[config.mk]
export PLATFORM = sky130hd
export DESIGN_NAME = g15_pwr_seq
export DESIGN_NICKNAME = d
export VERILOG_FILES = /design/src/rtl/g15_pwr_pkg.sv /design/src/rtl/g15_word_rev_ctr.sv /design/src/rtl/g15_pwr_seq.sv
export SDC_FILE = /design/constraint.sdc
export NUM_CORES = 1
export LEC_CHECK = 0
export CAP_MARGIN = 10
export CELL_PAD_IN_SITES_DETAIL_PLACEMENT = 1
export CELL_PAD_IN_SITES_GLOBAL_PLACEMENT = 1
export CORE_MARGIN = 2
export CORE_UTILIZATION = 45
export DETAILED_ROUTE_END_ITERATION = 10
export PLACE_DENSITY_LB_ADDON = 0.1
export SYNTH_ARGS = -nofsm -noshare
export SYNTH_HDL_FRONTEND = slang
export SYNTH_HIERARCHICAL = 1
export SYNTH_SLANG_ARGS = --single-unit
[constraint.sdc]
create_clock -name CLOCK -period 4.5 [get_ports CLOCK]
set_input_delay 0.9 -clock CLOCK [delete_from_list [all_inputs] [get_ports CLOCK]]
set_output_delay 0.9 -clock CLOCK [all_outputs]
set_load 0.02 [all_outputs]
[src/rtl/g15_pwr_pkg.sv]
// Shared types and constants for the G-15 power-up sequencer.
// Drum geometry, state encoding and the per-state output set live here.
package g15_pwr_pkg;

  typedef enum logic [2:0] {
    IDLE,
    SYNC,
    CLEAR,
    ATS,
    NT,
    OP,
    FAULT
  } pwr_state_t;

  localparam int WORDS_PER_REV = 108;
  localparam int BITS_PER_WORD = 29;
  localparam int WORD_W = 7;

  localparam int CLEAR_REVS_DEF = 2;
  localparam int NT_TIMEOUT_REVS_DEF = 8;

  function automatic int rev_width(input int a, input int b);
    return $clog2(((a > b) ? a : b) + 1);
  endfunction

  localparam int REV_W = rev_width(CLEAR_REVS_DEF, NT_TIMEOUT_REVS_DEF);

  typedef struct packed {
    logic clear;
    logic no_clear;
    logic ats;
    logic nt;
    logic op;
    logic no_op;
    logic busy;
    logic fault;
  } pwr_out_t;

  // Output levels held while in a state; the pairs stay complementary in all states.
  function automatic pwr_out_t decode(input pwr_state_t s);
    pwr_out_t o;
    o = '0;
    o.no_clear = 1'b1;
    o.no_op = 1'b1;
    case (s)
      SYNC:  o.busy = 1'b1;
      CLEAR: begin
        o.clear = 1'b1;
        o.no_clear = 1'b0;
        o.busy = 1'b1;
      end
      ATS: begin
        o.ats = 1'b1;
        o.busy = 1'b1;
      end
      NT: begin
        o.nt = 1'b1;
        o.busy = 1'b1;
      end
      OP: begin
        o.op = 1'b1;
        o.no_op = 1'b0;
      end
      FAULT: o.fault = 1'b1;
      default: ;
    endcase
    return o;
  endfunction

endpackage

[src/rtl/g15_word_rev_ctr.sv]
// Word-within-revolution counter (0..107) plus revolution counter.
// Advances on each T0; rev_tick marks the T0 that completes a revolution.
module g15_word_rev_ctr
  import g15_pwr_pkg::*;
#(
  parameter int REVW = REV_W
) (
  input  logic            CLOCK,
  input  logic            rst,
  input  logic            clr,
  input  logic            inc,
  output logic [REVW-1:0] rev_cnt,
  output logic            rev_tick
);

  logic [WORD_W-1:0] word_cnt;

  assign rev_tick = inc && !clr && (word_cnt == WORD_W'(WORDS_PER_REV - 1));

  always_ff @(posedge CLOCK or negedge rst) begin
    if (!rst) begin
      word_cnt <= '0;
      rev_cnt  <= '0;
    end else if (clr) begin
      word_cnt <= '0;
      rev_cnt  <= '0;
    end else if (inc) begin
      if (rev_tick) begin
        word_cnt <= '0;
        rev_cnt  <= rev_cnt + 1'b1;
      end else begin
        word_cnt <= word_cnt + 1'b1;
      end
    end
  end

endmodule

[src/rtl/g15_pwr_seq.sv]
// G-15 power-up sequencer: drum-aligned memory clear, tape start, number-track
// load, then operate. Outputs are registered from the next-state decode.
//
//   state | meaning
//   IDLE  | power off, idle output set
//   SYNC  | power requested, waiting for a word start (T0)
//   CLEAR | PWR_CLEAR held for CLEAR_REVS drum revolutions
//   ATS   | automatic tape start, one word long
//   NT    | number-track write, waiting for nt_done on a T0
//   OP    | operate, held while pwr_on
//   FAULT | number-track load timed out, idle set plus fault
module g15_pwr_seq
  import g15_pwr_pkg::*;
#(
  parameter int CLEAR_REVS = 2,
  parameter int NT_TIMEOUT_REVS = 8
) (
  input  logic CLOCK,
  input  logic rst,
  input  logic T0,
  input  logic pwr_on,
  input  logic nt_done,
  output logic PWR_CLEAR,
  output logic PWR_NO_CLEAR,
  output logic PWR_ATS,
  output logic PWR_NT,
  output logic PWR_OP,
  output logic PWR_NO_OP,
  output logic busy,
  output logic fault
);

  localparam int RW = rev_width(CLEAR_REVS, NT_TIMEOUT_REVS);
  localparam logic [RW-1:0] CLEAR_LAST = RW'(CLEAR_REVS - 1);
  localparam logic [RW-1:0] NT_LAST = RW'(NT_TIMEOUT_REVS - 1);
  localparam pwr_out_t IDLE_OUT = decode(IDLE);

  pwr_state_t state, state_nxt;
  pwr_out_t out_q;
  logic ctr_clr;
  logic rev_tick;
  logic [RW-1:0] rev_cnt;

  // Counters only run while timing a clear or a number-track load.
  assign ctr_clr = !((state == CLEAR) || (state == NT));

  g15_word_rev_ctr #(.REVW(RW)) u_ctr (
    .CLOCK   (CLOCK),
    .rst     (rst),
    .clr     (ctr_clr),
    .inc     (T0),
    .rev_cnt (rev_cnt),
    .rev_tick(rev_tick)
  );

  always_comb begin
    state_nxt = state;
    case (state)
      IDLE:  if (pwr_on) state_nxt = SYNC;
      SYNC:  if (T0) state_nxt = CLEAR;
      CLEAR: if (rev_tick && (rev_cnt == CLEAR_LAST)) state_nxt = ATS;
      ATS:   if (T0) state_nxt = NT;
      NT: begin
        if (T0 && nt_done) state_nxt = OP;
        else if (rev_tick && (rev_cnt == NT_LAST)) state_nxt = FAULT;
      end
      OP:    state_nxt = OP;
      FAULT: state_nxt = FAULT;
      default: state_nxt = IDLE;
    endcase
    if (!pwr_on) state_nxt = IDLE;
  end

  always_ff @(posedge CLOCK or negedge rst) begin
    if (!rst) begin
      state <= IDLE;
      out_q <= IDLE_OUT;
    end else begin
      state <= state_nxt;
      out_q <= decode(state_nxt);
    end
  end

  assign PWR_CLEAR    = out_q.clear;
  assign PWR_NO_CLEAR = out_q.no_clear;
  assign PWR_ATS      = out_q.ats;
  assign PWR_NT       = out_q.nt;
  assign PWR_OP       = out_q.op;
  assign PWR_NO_OP    = out_q.no_op;
  assign busy         = out_q.busy;
  assign fault        = out_q.fault;

endmodule

==> Flow_metrics.wiki, run 1 <==
== Run summary ==
{| class="wikitable"
! Metric !! Value
|-
| Total of warnings raised by yosys || 6
|-
| Leakage power figure || approximately 0.52 nW
|-
| Summed standard-cell area reported by yosys || 1210 um^2
|-
| Distinct lib cells used || about 45
|-
| Part of the Yosys area used for sequential elements || 45.5%
|-
| Worst setup slack after layout || between 1000 and 1500 ps
|-
| Post-CTS Repair Setup Buffers || 0
|-
| Combinational share of cell area || a little over two fifths
|-
| Commonest non-fill, non-tap cells in the layout || sky130_fd_sc_hd__dfrtp_1 (20), sky130_fd_sc_hd__clkdlybuf4s50_1 (12), sky130_fd_sc_hd__inv_1 (10)
|-
| Max_slew headroom || between 30% and 40%
|-
| Levels on crit path || 7
|-
| Status || finished clean
|-
| Top routing layer in use || met4
|-
| Gr busiest metal || met2
|-
| Cell count after synthesis || between 100 and 150
|-
| Via density || around 6
|-
| Post-Route Setup TNS || 0 ps
|-
| Reg2reg setup slack || between 2000 and 2500 ps
|-
| Worst Min Path Start || u_ctr/rev_cnt[3]
|-
| Worst-case clock buffer depth || 2
|-
| Critical Path, Cell by Cell || clkdlybuf4s50_1 > nand3_1 > nor3_1 > nand3b_1 > o311ai_4 > o211ai_2 > or3_1
|-
| Relative area of non-clock buffer cells in the final design || roughly 8.9%
|-
| Placeable core area || around 2500 um^2
|-
| Layout filler cell count || around 300
|-
| Placement Setup Slack || roughly 1100 ps
|-
| Endpoint of the most critical register-to-register path || PWR_NO_OP
|-
| Post-layout instance count excluding filler cells || 157
|-
| Area fraction in compound gates || 18.4%
|-
| Area enclosed by the die boundary || 3130 um^2
|-
| Top-area cell type share of the netlist area || about two fifths
|-
| Family with the most delay on the worst path || simple AND/OR/NAND/NOR gates
|-
| Number of nets with antenna violations after detailed routing || 0
|-
| Via count of the first global-routing pass || ~970
|-
| Critical path start-end classification || primary input to flip-flop
|-
| Cell area after layout || 1360 um^2
|-
| Clk latency late pin || 310 ps
|-
| Total clock buffers created by CTS || 3
|-
| Hold Path Sink || u_ctr/rev_cnt[3]
|-
| Worst stage delay on the critical path || slightly above 800 ps
|-
| Startpoint type of the worst setup path || primary input
|-
| Layout cells sized above 1 || about an eighth
|-
| Cell total in the yosys stat output || 118
|-
| Multiplexer share of the synthesized area || less than 1%
|-
| Clock buffers and inverters, area share || ~2.7%
|-
| Well-Tap Cells || 30
|-
| Boundary Pins || 13
|-
| Antenna diode count || 0
|-
| Simple Share, Synth || around 25%
|-
| Top logic family || simple AND/OR/NAND/NOR gates
|-
| Max FFs per register || 7
|-
| Dominant logic cell type in the layout || sky130_fd_sc_hd__dfrtp_1
|-
| Worst-Margin Slew || roughly 950 ps
|-
| Count of tool warnings || 26
|-
| Routability congestion estimate from global placement || about 0.75
|-
| Number of sequential cells || 22
|-
| Post-detailed-placement half-perimeter wirelength || ~1900 um
|-
| Biggest regs || u_ctr/word_cnt: 7 flops, u_ctr/rev_cnt: 4 flops, state: 3 flops
|-
| Storage cell area || between 500 and 600 um^2
|-
| Required @ worst endpoint || between 4000 and 5000 ps
|-
| Number of resized instances in the post-cts repair step || 0
|-
| Number of H-tree levels || 1
|-
| Overall overflow remaining after global route || 0
|-
| Met3 wire length || approximately 70 um
|-
| Post-synthesis register bit count || 22
|-
| Number of hold-repair buffers added at the cts stage || 0
|-
| Logic area || ~570 um^2
|-
| Number of max-slew violations in the final report || 0
|-
| First element of the critical path || T0
|-
| Register name with the most flops || u_ctr/word_cnt
|-
| CP Capture Type || flip-flop
|-
| Power per standard cell area || 271 nW/um^2
|-
| Number of failing hold endpoints at the final stage || 0
|-
| Mi-comb count || ~79
|-
| CP endpoint || PWR_NO_OP
|-
| Met3 Usage GRT || 3.02%
|-
| Time the worst path needs with I/O delays and setup || 3050 ps
|-
| Die extent in x || around 56 um
|-
| Largest area contributor in the synthesized netlist || sky130_fd_sc_hd__dfrtp_1
|-
| Setup-violating endpoint count in the final report || 0
|-
| Non-clock buffer count in the final layout || 12
|-
| Fin crit share || ~68%
|-
| Fin nets || ~140
|-
| R2R cell count || 7
|-
| RSZ-0062 raised after global routing || no
|-
| Leading post-synthesis cells by cell area || sky130_fd_sc_hd__dfrtp_1 (41%), sky130_fd_sc_hd__dfstp_2 (4.3%), sky130_fd_sc_hd__a21oi_1 (3.3%)
|-
| Adder Share, Synth || 2.06%
|-
| Syn_nets || 125
|-
| Worst hold path class || flip-flop to flip-flop
|-
| Core utilization before placement || about half
|-
| Post-Synthesis Mean Instance Area || a little over 10 um^2
|-
| Global routing met1 resource utilization || a little under a quarter
|-
| TritonCTS clock tree || built
|-
| F_max || around 330 MHz
|-
| Growth of design area from synthesis to finish || 11.6%
|-
| Chip height || about 56 um
|-
| Detailed-route DRC error count || 0
|-
| Total buffers and inverters traversed by the critical path || 1
|-
| Number of violations of the max-capacitance limit || 0
|-
| Number of placed instances with taps included || ~150
|-
| Biggest area consumer among cell classes || combinational gates
|-
| Worst IR Drop VDD || about 0.16 mV
|-
| Standard cell area after detailed placement || 1320 um^2
|-
| CTS clk-pin slew, worst paths || approximately 130 ps
|-
| Buffer type at the clock tree root || sky130_fd_sc_hd__clkbuf_4
|-
| Count of port buffers added during placement || 12
|-
| First-pass GRT wire length || 4600 um
|-
| Startpoint of the worst-slack reg-to-reg timing path || state[1]
|-
| Tally of clock buffers in the finished layout || 4
|-
| Sequential cell area share || around 41%
|-
| CP max FO || 18
|-
| Antenna violations before repair || 0
|-
| Parity-gate share of the synthesized area counting xor and xnor cells || less than 1%
|-
| DRC violation total after the first TritonRoute iteration || 8
|}
-- run 1: metrics by stage --
stage | hold WS, ps | power [mW]
floorplan | 512 | 0.242
global placement | 545 | 0.256
detailed placement | 547 | 0.259
CTS | 567 | 0.370
global route | 632 | 0.385
finish | 564 | 0.367
-- run 1: cell usage after synthesis --
| cell type | number |
|---|---|
| sky130_fd_sc_hd__a211o_1 | 1 |
| sky130_fd_sc_hd__a21boi_0 | 1 |
| sky130_fd_sc_hd__a21oi_1 | 8 |
| sky130_fd_sc_hd__a21oi_2 | 1 |
| sky130_fd_sc_hd__a31oi_1 | 2 |
| sky130_fd_sc_hd__a32oi_1 | 1 |
| sky130_fd_sc_hd__and2_1 | 1 |
| sky130_fd_sc_hd__and3_1 | 2 |
| sky130_fd_sc_hd__and3_2 | 1 |
| sky130_fd_sc_hd__and3b_1 | 1 |
| sky130_fd_sc_hd__and4b_2 | 1 |
| sky130_fd_sc_hd__and4bb_2 | 1 |
| sky130_fd_sc_hd__buf_2 | 3 |
| sky130_fd_sc_hd__buf_6 | 3 |
| sky130_fd_sc_hd__clkbuf_1 | 1 |
| sky130_fd_sc_hd__dfrtp_1 | 20 |
| sky130_fd_sc_hd__dfstp_2 | 2 |
| sky130_fd_sc_hd__ha_1 | 2 |
| sky130_fd_sc_hd__inv_1 | 10 |
| sky130_fd_sc_hd__mux2i_1 | 1 |
| sky130_fd_sc_hd__nand2_1 | 6 |
| sky130_fd_sc_hd__nand2_2 | 1 |
| sky130_fd_sc_hd__nand2b_1 | 2 |
| sky130_fd_sc_hd__nand3_1 | 6 |
| sky130_fd_sc_hd__nand3_2 | 1 |
| sky130_fd_sc_hd__nand3b_1 | 3 |
| sky130_fd_sc_hd__nand4_1 | 2 |
| sky130_fd_sc_hd__nand4b_1 | 1 |
| sky130_fd_sc_hd__nand4bb_4 | 1 |
| sky130_fd_sc_hd__nor2_1 | 3 |
| sky130_fd_sc_hd__nor2b_1 | 1 |
| sky130_fd_sc_hd__nor3_1 | 3 |
| sky130_fd_sc_hd__o2111ai_1 | 2 |
| sky130_fd_sc_hd__o211ai_1 | 1 |
| sky130_fd_sc_hd__o211ai_2 | 1 |
| sky130_fd_sc_hd__o21ai_0 | 5 |
| sky130_fd_sc_hd__o21ai_2 | 1 |
| sky130_fd_sc_hd__o221ai_1 | 1 |
| sky130_fd_sc_hd__o311ai_1 | 1 |
| sky130_fd_sc_hd__o311ai_4 | 1 |
| sky130_fd_sc_hd__o31ai_1 | 3 |
| sky130_fd_sc_hd__or3_1 | 4 |
| sky130_fd_sc_hd__or4_1 | 2 |
| sky130_fd_sc_hd__or4b_1 | 2 |
| sky130_fd_sc_hd__xor2_1 | 1 |
-- run 1: worst register-to-register path, delay by kind of cell, from the launching register on --
family / cells / cell delay [ps]
compound gates: 2 / 420
xor+xnor: 1 / 200
simple gates: 4 / 1160
flops: 1 / 590
-- run 1: power breakdown --
group          switching [mW]  total, mW  internal (mW)
Sequential            0.00713      0.210          0.203
Clock                  0.0632      0.113         0.0494
Combinational          0.0266     0.0441         0.0175
Total                  0.0970      0.367          0.270
Figure 1. The metal 3 layer (run 1).
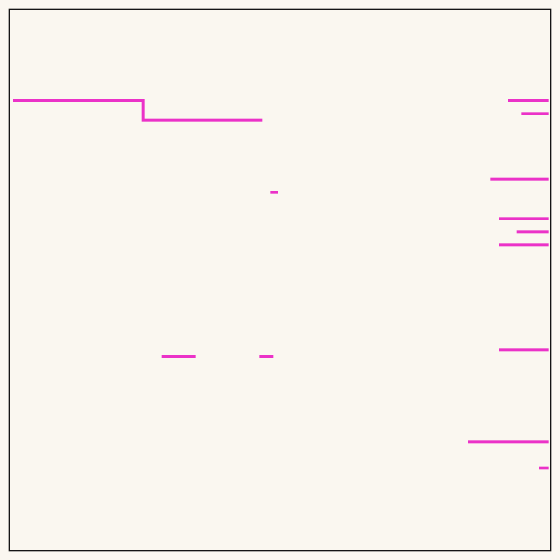
The wires run mostly horizontal. The layer holds 2.8% of the routed length. The layer carries 70.6 um of wire. 12 nets have wire on it. The longest straight run is 13.3 um.

Figure 2. The metal 2 layer (run 1).
Bar = 20 um.
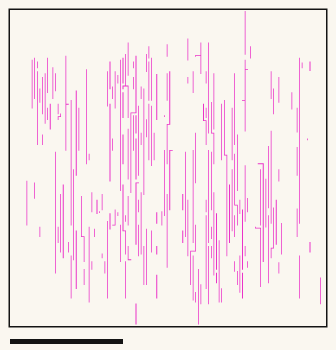
The layer carries 1,310 um of wire. 118 nets have wire on it. The layer holds 52% of the routed length.
Via Count: 933
met2 track utilization from global routing: 32.3%

Figure 3. Signal wires by layer (run 1).
Bar = 20 um. Only two layers are drawn.
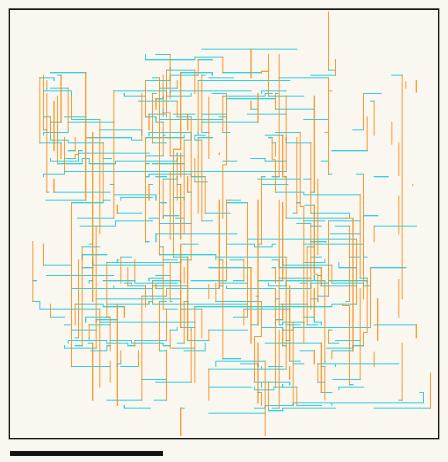
Key: orange = met2 [wire length 1,310 um]; cyan = met1 [wire length 1,150 um]
post-detailed-routing wire length: 2550 um
wire length per cell: 16.2 um
global router's overall resource usage: 18.3%

==> inputs of run 2 (changes only) <==
- CORE_UTILIZATION: 45 -> 39
- clock period: 4.5 -> 2.8 ns (I/O delays scaled with it)
Figure 4. Clock wiring as the flow saved it (run 2).
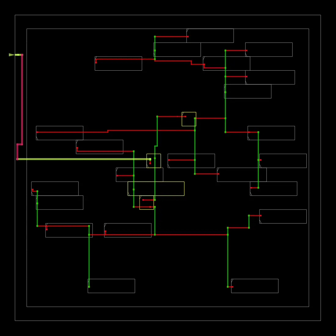
tally of clock buffers in the finished layout: 3
number of sequential cells: 22
Clock Power: 0.254 mW
clk latency late pin: 310 ps

==> Flow_metrics.wiki, run 2 <==
== Run summary ==
{| class="wikitable"
! Metric !! Value
|-
| Status || finished clean
|-
| Worst hold path class || primary input to asynchronous set/reset pin
|-
| Leading post-synthesis cells by cell area || sky130_fd_sc_hd__dfrtp_1 (41%), sky130_fd_sc_hd__dfstp_2 (4.3%), sky130_fd_sc_hd__a21oi_1 (3.3%)
|-
| TritonCTS clock tree || built
|-
| Post-Synthesis Mean Instance Area || 10.3 um^2
|-
| Critical path start-end classification || flip-flop to flip-flop
|-
| Met3 wire length || 66 um
|-
| Overall overflow remaining after global route || 0
|-
| First element of the critical path || u_ctr/word_cnt[4]
|-
| Detailed-route DRC error count || 0
|-
| Area enclosed by the die boundary || approximately 3600 um^2
|-
| Reg2reg setup slack || between 700 and 800 ps
|-
| Required @ worst endpoint || a little over 3000 ps
|-
| Top routing layer in use || met4
|-
| Cell count after synthesis || 118
|-
| Chip height || around 60 um
|-
| Antenna violations before repair || 0
|-
| RSZ-0062 raised after global routing || no
|-
| Summed standard-cell area reported by yosys || about 1200 um^2
|-
| Post-synthesis register bit count || 22
|-
| CTS clk-pin slew, worst paths || 140 ps
|-
| Number of nets with antenna violations after detailed routing || 0
|-
| Number of H-tree levels || 1
|-
| Count of port buffers added during placement || 12
|-
| Worst hold slack || about 570 ps
|-
| Time the worst path needs with I/O delays and setup || approximately 2000 ps
|-
| Top-area cell type share of the netlist area || between 40% and 50%
|-
| DRC violation total after the first TritonRoute iteration || 31
|-
| Register name with the most flops || u_ctr/word_cnt
|-
| Max_slew headroom || 76.8%
|-
| Worst-Margin Slew || roughly 350 ps
|-
| Total of warnings raised by yosys || 6
|-
| Biggest regs || u_ctr/word_cnt: 7 flops, u_ctr/rev_cnt: 4 flops, state: 3 flops
|-
| Growth of design area from synthesis to finish || 15.8%
|-
| Fin crit share || 73.0%
|-
| Async set-or-reset flop fraction in the synthesized netlist || 100%
|-
| First-pass GRT wire length || roughly 4800 um
|-
| Part of the Yosys area used for sequential elements || a little under half
|-
| Most instantiated flip-flop cell in the synthesis netlist || sky130_fd_sc_hd__dfrtp_1
|-
| Antenna diode count || 0
|-
| Max FFs per register || 7
|-
| Library cell with the highest instance count after synthesis || sky130_fd_sc_hd__dfrtp_1
|-
| Core utilization before placement || between 40% and 50%
|-
| CP max FO || 13
|-
| Post-layout total power || 0.667 mW
|-
| Number of enable flip-flop cells || 0
|-
| Syn_nets || roughly 130
|-
| F_max || between 400 and 500 MHz
|-
| Post-detailed-placement half-perimeter wirelength || 1920 um
|-
| Post-CTS Repair Setup Buffers || 0
|-
| Dominant logic cell type in the layout || sky130_fd_sc_hd__dfrtp_1
|-
| Layout filler cell count || approximately 350
|-
| Number of hold-repair buffers added at the cts stage || 0
|-
| Startpoint type of the worst setup path || flip-flop
|-
| Post-Route Setup TNS || 0 ps
|-
| Layout cells sized above 1 || ~15%
|-
| Number of failing hold endpoints at the final stage || 0
|-
| Top cells by count || sky130_fd_sc_hd__dfrtp_1 (20), sky130_fd_sc_hd__inv_1 (10), sky130_fd_sc_hd__a21oi_1 (8)
|-
| Distinct lib cells used || 45
|-
| Endpoint of the most critical register-to-register path || PWR_NO_OP
|-
| Buffer type at the clock tree root || sky130_fd_sc_hd__clkbuf_4
|-
| Worst IR Drop VDD || slightly above 0.2 mV
|-
| Number of max-slew violations in the final report || 0
|-
| Fin nets || 139
|-
| Number of violations of the max-capacitance limit || 0
|-
| Cell total in the yosys stat output || around 120
|-
| Via count of the first global-routing pass || between 900 and 1,000
|-
| Total clock buffers created by CTS || 3
|-
| CP endpoint || PWR_NO_OP
|-
| Commonest non-fill, non-tap cells in the layout || sky130_fd_sc_hd__dfrtp_1 (20), sky130_fd_sc_hd__clkdlybuf4s50_1 (12), sky130_fd_sc_hd__inv_1 (10)
|-
| Placeable core area || between 3000 and 4000 um^2
|}
Figure 5. Signal wires by layer (run 2).
Bar = 20 um. Only two layers are drawn.
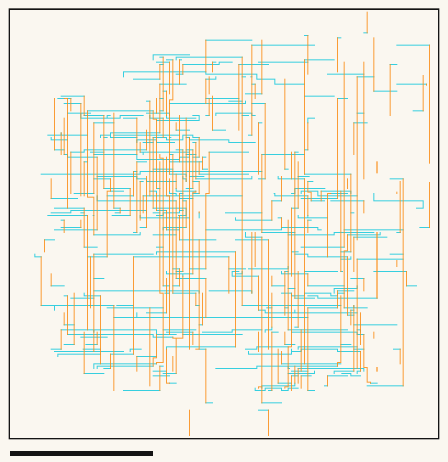
global router's overall resource usage: 17.9%
wire length per cell: 16.8 um
post-detailed-routing wire length: 2750 um
Via Count: 962

run 2: cell count changes in the layout (fill, tap and decap cells not counted), sizes merged:
cell	previous run	this run
clkbuf	4	3
buf	0	4
bufinv	0	1
run 2: kinds of logic after synthesis:
logic type	share of synthesized area (%)
AND-OR/OR-AND	18.4
XOR/XNOR	0.721
adder cells (fa/ha/maj)	2.06
buffers and inverters	7.41
flip-flops	45.5
multiplexers	0.824
AND/OR/NAND/NOR	25.0
run 2: per-layer routing:
metal  up-vias  track usage (%)
met1       491             23.6
li1        459                -
met3         2             3.03
met2        10             29.7
met4         0             5.71
met5         -                0
run 2: worst min-delay path by stage:
stage,endpoint,slack (ps),depth (start not counted),start
final,state[0],570,2,rst
after global routing,state[0],580,2,rst
after CTS,state[0],570,2,rst
after detailed placement,u_ctr/rev_cnt[3],540,2,u_ctr/rev_cnt[3]
after global placement,u_ctr/rev_cnt[3],530,2,u_ctr/rev_cnt[3]
after floorplan,PWR_ATS,260,0,rst
run 2: metrics by stage:
stage | cell area, um^2 | worst slack, ps | cells
after floorplan | 1210 | 765 | 118
after global routing | 1410 | 586 | 164
after CTS | 1410 | 749 | 164
after global placement | 1350 | 534 | 160
after detailed placement | 1350 | 501 | 160
final | 1410 | 756 | 164
run 2: report_power, final:
part           switching [mW]  internal (mW)
registers              0.0112          0.327
logic                  0.0437         0.0313
clock network           0.109          0.145
total                   0.164          0.503
run 2: critical path, stage by stage (launching register included):
cell and delay [ps]:
sky130_fd_sc_hd__dfrtp_1 470, sky130_fd_sc_hd__nand4bb_4 360, sky130_fd_sc_hd__nor3_1 230, sky130_fd_sc_hd__nand3b_1 160, sky130_fd_sc_hd__o311ai_4 240, sky130_fd_sc_hd__o211ai_2 160, sky130_fd_sc_hd__or3_1 360
run 2: layout make-up:
type | count | area [um^2] | area share, %
flip-flops and latches | 22 | 553 | 39.3
clock inverters | 1 | 30.0 | 2.14
inverters | 10 | 37.5 | 2.67
multi-input cells | 79 | 572 | 40.7
well taps | 33 | 41.3 | 2.94
clock buffers | 3 | 22.5 | 1.60
repair buffers | 16 | 150 | 10.7
No activity file was given, so power comes from the tool's default toggle rates.
